`config.mk`:
```
export PLATFORM = sky130hd
export DESIGN_NAME = frame_swap_controller_flat
export DESIGN_NICKNAME = d
export VERILOG_FILES = /design/src/rtl/frame_swap_controller_if.sv /design/src/rtl/frame_swap_controller.sv /design/src/flat_wrapper.sv
export SDC_FILE = /design/constraint.sdc
export NUM_CORES = 2
export LEC_CHECK = 0
export CORE_MARGIN = 2
export CORE_UTILIZATION = 58
export CTS_CLUSTER_SIZE = 24
export DETAILED_ROUTE_END_ITERATION = 10
export PLACE_DENSITY = 0.85
export SETUP_SLACK_MARGIN = 0.5
export SLEW_MARGIN = 10
export SYNTH_ARGS = -nofsm -noshare
export SYNTH_HDL_FRONTEND = slang
export SYNTH_SLANG_ARGS = --single-unit
```
`constraint.sdc`:
```
create_clock -name clk -period 4.95 [get_ports clk]
set_input_delay 0.99 -clock clk [delete_from_list [all_inputs] [get_ports clk]]
set_output_delay 0.99 -clock clk [all_outputs]
set_load 0.02 [all_outputs]
```
`src/rtl/frame_swap_controller_if.sv`:
```
// Column-write and commit handshake between a frame producer and the
// double-buffered frame store.
interface frame_swap_controller_if #(
  parameter int FRAME_WIDTH  = 10,
  parameter int FRAME_HEIGHT = 20,
  parameter int COL_BITS     = $clog2(FRAME_WIDTH)
);
  logic                    wr_valid;
  logic                    wr_ready;
  logic [COL_BITS-1:0]     wr_col;
  logic [FRAME_HEIGHT-1:0] wr_R;
  logic [FRAME_HEIGHT-1:0] wr_G;
  logic [FRAME_HEIGHT-1:0] wr_B;
  logic                    clear_req;
  logic                    commit_req;
  logic                    commit_done;
  logic                    wr_error;

  // Producer side: offers column writes, clears and commits.
  modport master (
    output wr_valid, wr_col, wr_R, wr_G, wr_B, clear_req, commit_req,
    input  wr_ready, commit_done, wr_error
  );

  // Frame store side.
  modport slave (
    input  wr_valid, wr_col, wr_R, wr_G, wr_B, clear_req, commit_req,
    output wr_ready, commit_done, wr_error
  );
endinterface

```
`src/rtl/frame_swap_controller.sv`:
```
// Double-buffered column frame store. The producer fills the back buffer
// column by column; a commit copies it to the front buffer on the next
// vertical-blanking entry so the renderer never sees a half-written frame.
module frame_swap_controller #(
  parameter int FRAME_WIDTH  = 10,
  parameter int FRAME_HEIGHT = 20,
  parameter int PIXEL_Y_BITS = 10,
  parameter int VBLANK_LINE  = 480,
  parameter int COL_BITS     = $clog2(FRAME_WIDTH)
) (
  input  logic                    clk,
  input  logic                    reset,
  input  logic [PIXEL_Y_BITS-1:0] pixel_y_target_next,
  frame_swap_controller_if.slave  bus,
  output logic [FRAME_HEIGHT-1:0] frame_R [FRAME_WIDTH],
  output logic [FRAME_HEIGHT-1:0] frame_G [FRAME_WIDTH],
  output logic [FRAME_HEIGHT-1:0] frame_B [FRAME_WIDTH],
  output logic [15:0]             frame_count
);

  typedef enum logic [1:0] {
    IDLE    = 2'd0,
    PENDING = 2'd1,
    SWAP    = 2'd2
  } state_t;

  typedef logic [FRAME_HEIGHT-1:0] column_t;

  state_t  state_q, state_d;
  column_t back_r_q  [FRAME_WIDTH];
  column_t back_g_q  [FRAME_WIDTH];
  column_t back_b_q  [FRAME_WIDTH];
  column_t back_r_d  [FRAME_WIDTH];
  column_t back_g_d  [FRAME_WIDTH];
  column_t back_b_d  [FRAME_WIDTH];
  column_t front_r_q [FRAME_WIDTH];
  column_t front_g_q [FRAME_WIDTH];
  column_t front_b_q [FRAME_WIDTH];
  column_t front_r_d [FRAME_WIDTH];
  column_t front_g_d [FRAME_WIDTH];
  column_t front_b_d [FRAME_WIDTH];
  logic [15:0] frame_count_q, frame_count_d;
  logic        wr_error_q, wr_error_d;
  logic        commit_done_q, commit_done_d;
  logic        in_vblank_q;

  logic in_vblank;
  logic vblank_rise;
  logic wr_accept;
  logic col_in_range;

  assign in_vblank    = (pixel_y_target_next >= PIXEL_Y_BITS'(VBLANK_LINE));
  assign vblank_rise  = in_vblank && !in_vblank_q;
  assign wr_accept    = bus.wr_valid && (state_q == IDLE);
  assign col_in_range = (int'(bus.wr_col) < FRAME_WIDTH);

  assign bus.wr_ready    = (state_q == IDLE);
  assign bus.commit_done = commit_done_q;
  assign bus.wr_error    = wr_error_q;
  assign frame_count     = frame_count_q;
  assign frame_R         = front_r_q;
  assign frame_G         = front_g_q;
  assign frame_B         = front_b_q;

  // Next-state, buffer update and swap logic.
  always_comb begin
    // NOTE: every signal gets a default before any branch so no path leaves
    // it unassigned; a missing default here would infer a latch.
    state_d       = state_q;
    back_r_d      = back_r_q;
    back_g_d      = back_g_q;
    back_b_d      = back_b_q;
    front_r_d     = front_r_q;
    front_g_d     = front_g_q;
    front_b_d     = front_b_q;
    frame_count_d = frame_count_q;
    wr_error_d    = wr_error_q;
    commit_done_d = 1'b0;

    unique case (state_q)
      IDLE: begin
        // Clear first so a simultaneous write lands on the zeroed buffer.
        if (bus.clear_req) begin
          back_r_d = '{default: '0};
          back_g_d = '{default: '0};
          back_b_d = '{default: '0};
        end
        if (wr_accept) begin
          if (col_in_range) begin
            for (int i = 0; i < FRAME_WIDTH; i++) begin
              if (int'(bus.wr_col) == i) begin
                back_r_d[i] = bus.wr_R;
                back_g_d[i] = bus.wr_G;
                back_b_d[i] = bus.wr_B;
              end
            end
          end else begin
            wr_error_d = 1'b1;
          end
        end
        // A blanking edge seen in this same cycle is deliberately ignored:
        // the swap waits for a rise observed while already PENDING.
        if (bus.commit_req) state_d = PENDING;
      end
      PENDING: begin
        if (vblank_rise) state_d = SWAP;
      end
      SWAP: begin
        front_r_d     = back_r_q;
        front_g_d     = back_g_q;
        front_b_d     = back_b_q;
        frame_count_d = frame_count_q + 16'd1;
        commit_done_d = 1'b1;
        state_d       = IDLE;
      end
      default: state_d = IDLE;
    endcase
  end

  // State, buffer and status registers.
  always_ff @(posedge clk or negedge reset) begin
    if (!reset) begin
      state_q       <= IDLE;
      // NOTE: both buffers are reset because a reset mid-commit must leave
      // the renderer a blank frame rather than stale or partial contents.
      back_r_q      <= '{default: '0};
      back_g_q      <= '{default: '0};
      back_b_q      <= '{default: '0};
      front_r_q     <= '{default: '0};
      front_g_q     <= '{default: '0};
      front_b_q     <= '{default: '0};
      frame_count_q <= '0;
      wr_error_q    <= 1'b0;
      commit_done_q <= 1'b0;
      // Start as "in blanking" so releasing reset during blanking is no edge.
      in_vblank_q   <= 1'b1;
    end else begin
      // NOTE: non-blocking assignments make every register sample the
      // pre-edge values, so update order inside this block is irrelevant.
      state_q       <= state_d;
      back_r_q      <= back_r_d;
      back_g_q      <= back_g_d;
      back_b_q      <= back_b_d;
      front_r_q     <= front_r_d;
      front_g_q     <= front_g_d;
      front_b_q     <= front_b_d;
      frame_count_q <= frame_count_d;
      wr_error_q    <= wr_error_d;
      commit_done_q <= commit_done_d;
      in_vblank_q   <= in_vblank;
    end
  end

endmodule

```
`src/flat_wrapper.sv`:
```
// flat-port wrapper written by rule: the top's interface ports become plain ports
module frame_swap_controller_flat 
#(
  parameter int FRAME_WIDTH  = 10,
  parameter int FRAME_HEIGHT = 20,
  parameter int PIXEL_Y_BITS = 10,
  parameter int VBLANK_LINE  = 480,
  parameter int COL_BITS     = $clog2(FRAME_WIDTH)
)
  (clk, reset, pixel_y_target_next, frame_R, frame_G, frame_B, frame_count, bus_wr_valid, bus_wr_col, bus_wr_R, bus_wr_G, bus_wr_B, bus_clear_req, bus_commit_req, bus_wr_ready, bus_commit_done, bus_wr_error);
  frame_swap_controller_if #(.FRAME_WIDTH(FRAME_WIDTH), .FRAME_HEIGHT(FRAME_HEIGHT), .COL_BITS(COL_BITS)) bus_i ();
  input  logic clk;
  input  logic reset;
  input  logic [PIXEL_Y_BITS-1:0] pixel_y_target_next;
  output logic [FRAME_HEIGHT-1:0] frame_R[FRAME_WIDTH];
  output logic [FRAME_HEIGHT-1:0] frame_G[FRAME_WIDTH];
  output logic [FRAME_HEIGHT-1:0] frame_B[FRAME_WIDTH];
  output logic [15:0] frame_count;
  input wire logic [$bits(bus_i.wr_valid)-1:0] bus_wr_valid;
  input wire logic [$bits(bus_i.wr_col)-1:0] bus_wr_col;
  input wire logic [$bits(bus_i.wr_R)-1:0] bus_wr_R;
  input wire logic [$bits(bus_i.wr_G)-1:0] bus_wr_G;
  input wire logic [$bits(bus_i.wr_B)-1:0] bus_wr_B;
  input wire logic [$bits(bus_i.clear_req)-1:0] bus_clear_req;
  input wire logic [$bits(bus_i.commit_req)-1:0] bus_commit_req;
  output wire logic [$bits(bus_i.wr_ready)-1:0] bus_wr_ready;
  output wire logic [$bits(bus_i.commit_done)-1:0] bus_commit_done;
  output wire logic [$bits(bus_i.wr_error)-1:0] bus_wr_error;
  assign bus_i.wr_valid = bus_wr_valid;
  assign bus_i.wr_col = bus_wr_col;
  assign bus_i.wr_R = bus_wr_R;
  assign bus_i.wr_G = bus_wr_G;
  assign bus_i.wr_B = bus_wr_B;
  assign bus_i.clear_req = bus_clear_req;
  assign bus_i.commit_req = bus_commit_req;
  assign bus_wr_ready = bus_i.wr_ready;
  assign bus_commit_done = bus_i.commit_done;
  assign bus_wr_error = bus_i.wr_error;
  frame_swap_controller #(.FRAME_WIDTH(FRAME_WIDTH), .FRAME_HEIGHT(FRAME_HEIGHT), .PIXEL_Y_BITS(PIXEL_Y_BITS), .VBLANK_LINE(VBLANK_LINE), .COL_BITS(COL_BITS)) u_core (.clk(clk), .reset(reset), .pixel_y_target_next(pixel_y_target_next), .bus(bus_i), .frame_R(frame_R), .frame_G(frame_G), .frame_B(frame_B), .frame_count(frame_count));
endmodule
```
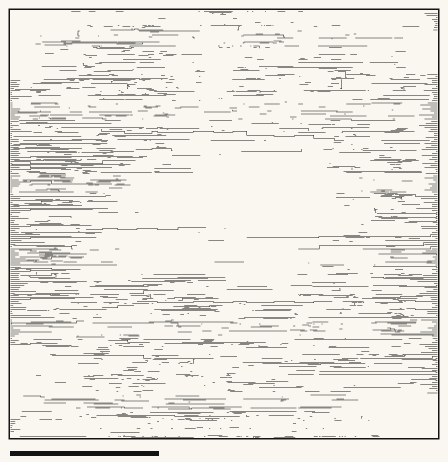
(images/met3.png)
The bar under the picture is 100 µm long.
The layer holds 10% of the routed length. The layer carries 14800 µm of wire. The longest straight run is 86.2 µm.

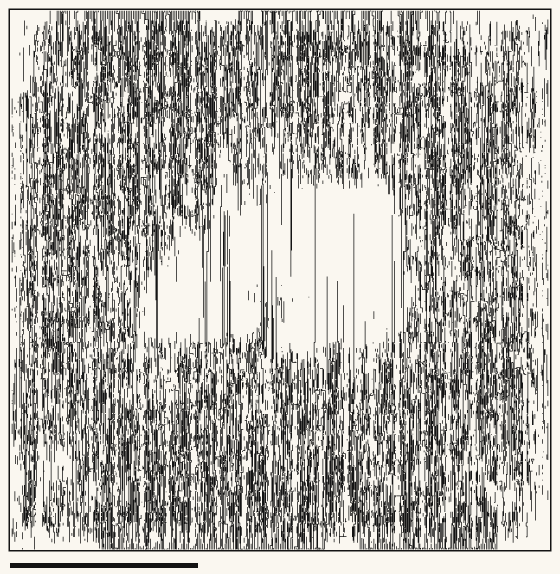
(images/met2.png)
The bar under the picture is 100 µm long.
The layer holds 46% of the routed length. 4625 nets have wire on it. The layer carries 68.3 mm of wire.

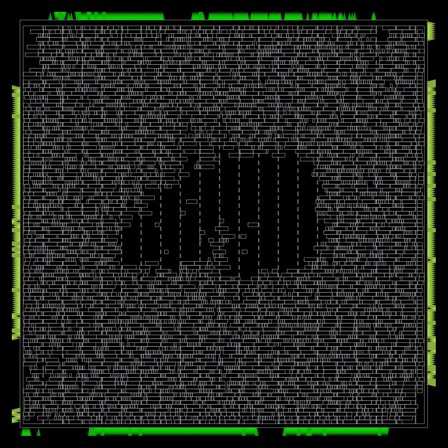
(images/final_placement.png)
register share of the cell area: 0.5262
final core utilization: 0.7338
Filler Cells Inserted: 5243

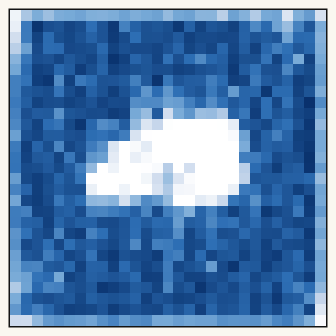
(images/density.png)
The die is cut into 29 by 29 equal tiles; white is low, dark blue is high, 0 to 100% covered.
The emptiest ninth of the die: centre. 60% of the tiles are over 75% full. 7.0% of the tiles are nearly empty.

==> impl_results.rst <==
Flow metrics
------------

.. list-table::
   :header-rows: 1

   * - Metric
     - Value
   * - Routed met1 length
     - 53050 µm
   * - Post-route standard cell area excluding fillers
     - 58070 µm²
   * - Initial DRT Pass Iterations
     - 6
   * - Die outline width
     - ~290 µm
   * - Post-synthesis instance area
     - 46460 µm²
   * - Number of buffers created by CTS
     - 118
   * - Cell-by-cell listing of the critical path
     - nor2_1, buf_4, clkdlybuf4s50_1
   * - Internal
     - 17420 µW
   * - Count leader, synth
     - sky130_fd_sc_hd__nand2_1
   * - Status
     - finished clean
   * - Fraction of layout instances using a drive strength above 1
     - 0.04909
   * - Antenna violations before repair
     - 3
   * - R2r worst-path depth
     - 5
   * - Maximum vdd ir drop
     - 0.3224 mV
   * - Reg power frac
     - 0.469
   * - Number of max-slew violations in the final report
     - 0
   * - Fin Setup TNS
     - 0 ns
   * - Met3 capacity usage during global routing
     - 0.08119
   * - Portion of total power attributed to the clock network
     - 0.386
   * - Uppermost layer routed
     - met5
   * - Slack of the critical path
     - 1.300 ns
   * - Post-synthesis mux area share
     - 0
   * - Most used DFF post-synth
     - sky130_fd_sc_hd__dfrtp_1
   * - Number of hold-slack violations in the final timing report
     - 0
   * - Family with the most delay on the worst path
     - buffers and inverters
   * - CP Capture Type
     - primary output
   * - Max stage delay cell, worst path
     - sky130_fd_sc_hd__clkdlybuf4s50_1
   * - Worst flop-to-flop path endpoint
     - u_core.frame_G[15]$_DFFE_PN0P_
   * - Placeable core region
     - 79130 µm²
   * - FF-to-FF setup slack
     - 2.03 ns
   * - Area of the synthesized netlist per yosys stat
     - 46460 µm²
   * - Worst endpoint data arrival time
     - 2.66 ns
   * - Maximum level of the CTS H-tree
     - 3
==> cell type report <==
type	instances	area (µm²)	area share
timing repair buffer	754	7690	0.1324
sequential	1221	30560	0.5262
clock buffer	170	3481	0.05995
inverter	3	18.77	0.0003232
antenna	1	2.502	0.00004310
tap	1050	1314	0.02263
multi-input combinational	3431	14450	0.2489
clock inverter	43	551.8	0.009503
==> cells by family (layout without fill, tap and decap cells) <==
logic type,count (synthesis),in the layout
adder cells (fa/ha/maj),1,1
flip-flops,1221,1221
XOR/XNOR,15,15
buffers and inverters,380,970
other,0,1
AND-OR/OR-AND,494,494
AND/OR/NAND/NOR,2921,2921
==> worst reg2reg max path, delay by kind of cell (launching register included) <==
kind          cells  cell delay [ns]
buf+inv           2             1.51
flops             1             0.50
simple gates      3             0.85
Power is estimated from default activity; no workload was simulated.
